Design idex_operand_stage, sky130hd; sources not shown.
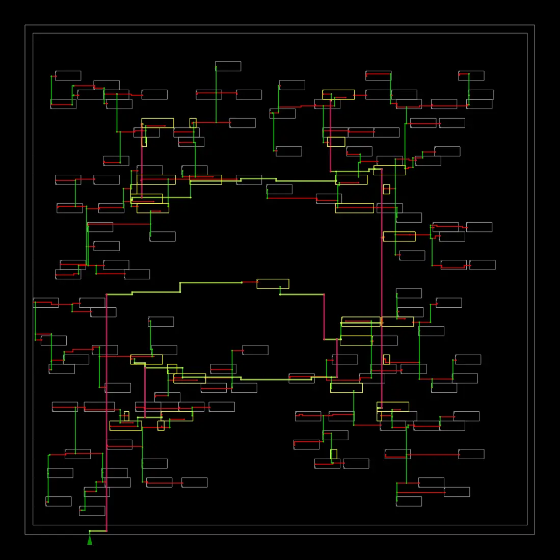
*The clock network*
seq_cells: 120
CLK BUF: 21

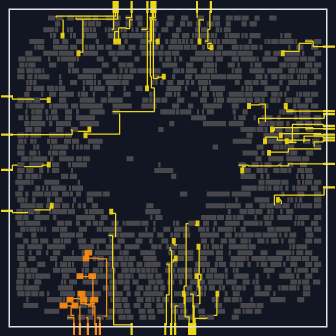
*Nets reached from selected ports*
colour	port	direction	edge	end cells	wire
orange	`rt_d`	input	bottom	10	143 um
yellow	`rd1_d`	input	10 right, 10 top, 8 bottom, 4 left	32	1070 um
IO buf count: 308
IO Pins: 309

==> ci_impl_report.md <==
### Metrics collected by this job

| Metric | Value |
|---|---|
| Status | `finished, final reports clean` |
| Clock Tree Root | `clkbuf_16` |
| 1st-iter DRT viols | `414` |
| Grt met1 use | `between 30% and 40%` |
| GRT Total Usage | `between 20% and 30%` |
| Fin. Hold Viols | `0` |
| Slowest-stage cell, CP | `clkdlybuf4s50_1` |
| Placed inst area | `about 10000 um^2` |
| Logic area | `roughly 4200 um^2` |
| Final WL | `roughly 26 mm` |
| TritonCTS Buffers | `17` |
| Remaining DRCs | `0` |
| Setup TNS | `0 ns` |
| F_max | `0.176 GHz` |
| Die Area | `about 21000 um^2` |
| Floorplan core density | `between 30% and 40%` |
| Top Consumer | `clock` |
| Yosys simple share | `between 10% and 20%` |
| Most frequent cells after synthesis | `nor2_1, dfxtp_1, mux2i_1, nand3_1, a21oi_1` |
| First-pass detailed-route iteration total | `5` |
| Post-route cell area | `approximately 11000 um^2` |
| Final worst slack | `between 0.5 and 0.6 ns` |
| Layout cell share with drive strength beyond 1 | `between 10 and 15%` |
| Crit path largest cell delay | `a little under 0.9 ns` |
| Actual slew at the worst max-slew pin | `about 1.1 ns` |
| Initial antenna violation count | `0` |
| Late-Pin Clk Latency | `0.42 ns` |
| Hold buffer count at cts | `0` |
| Psw | `roughly 640 uW` |
| Yosys reg bits | `approximately 120` |
| Unrepaired setup endpoints after global routing | `false` |
| Adder share | `0%` |
| Metal3 WL | `approximately 2.0 mm` |
| Tapcell Cnt | `270` |
| Cell Count, Final, Fillers Out | `roughly 1.4k` |
| Total power | `around 2.3 mW` |
| Vias/cell | `about 5.4` |
| Asr flop ratio synth | `0%` |
| Hpwl dp | `between 15 and 20 mm` |
| Final net count | `approximately 1.3k` |
| P_seq | `813 uW` |
| Top Layout Cells | `clkdlybuf4s50_1, nor2_1, dfxtp_1` |
| Dpl cells | `~1.3k` |
| CTS max path bufs | `2` |
| Remaining antenna violation count | `0` |
| Synth Flop Type | `dfxtp_1` |
| Setup Crit Path Kind | `in2out` |
| Reg clk slew, reported paths | `0.05 ns` |
| Arrival @ worst endpoint | `~4.2 ns` |
| Logic power comb | `about 500 uW` |
| Combinational share of power | `about 22%` |
| Cycle use final | `between 90% and 100%` |
| Top cell by count, worst path | `clkdlybuf4s50_1` |
| Leakage power | `~4.4 nW` |
| Clock Power | `~1000 uW` |
| Unique cell types | `36` |
| GP Congestion | `0.854` |
| Period minus WS final | `roughly 5.7 ns` |
| Yosys aoi share | `between 20% and 30%` |
| Max-Cap Viols | `0` |
| Top cells, area | `dfxtp_1, mux2i_1, o221ai_1` |
| Crit-path cells | `clkdlybuf4s50_1 -> and2_1 -> o2111ai_4 -> mux2i_1 -> a221oi_1 -> clkdlybuf4s50_1` |
| Clk sinks | `120` |
| Post-synth top area cell | `dfxtp_1` |
| Met2 routed WL | `12.2 mm` |
| Floorplan Nets | `~1.0k` |
| CORE AREA | `20100 um^2` |
| Met2 GRT Util | `39.6%` |
| Clk cell area share | `around 5.4%` |
| Top cell category | `multi-input combinational cells` |
| Area Growth Syn to Fin | `51.2%` |
| Cell count along the critical path | `6` |
| WHS Path Cells | `2` |
| Signal buffers | `320` |
| CTS tree | `yes` |
| H-tree levels | `4` |
| Xor/xnor share | `between 3 and 4%` |
| Post-Syn Area | `approximately 7100 um^2` |
| Switching Fraction | `between 20 and 30%` |
| Hold Crit Class | `reg2reg` |
| Internal power | `roughly 1.7 mW` |
| Max-slew headroom | `28.9%` |
| Comb gates | `592` |
| Crit path max fanout | `18` |
| R2R depth | `7` |
| Top non-seq family | `AND-OR/OR-AND gates` |
| CP delay by family, top | `buffers and inverters` |
| FP Rows | `around 52` |
| Vertical die size | `between 100 and 150 um` |
No activity file was given, so power comes from the tool's default toggle rates.
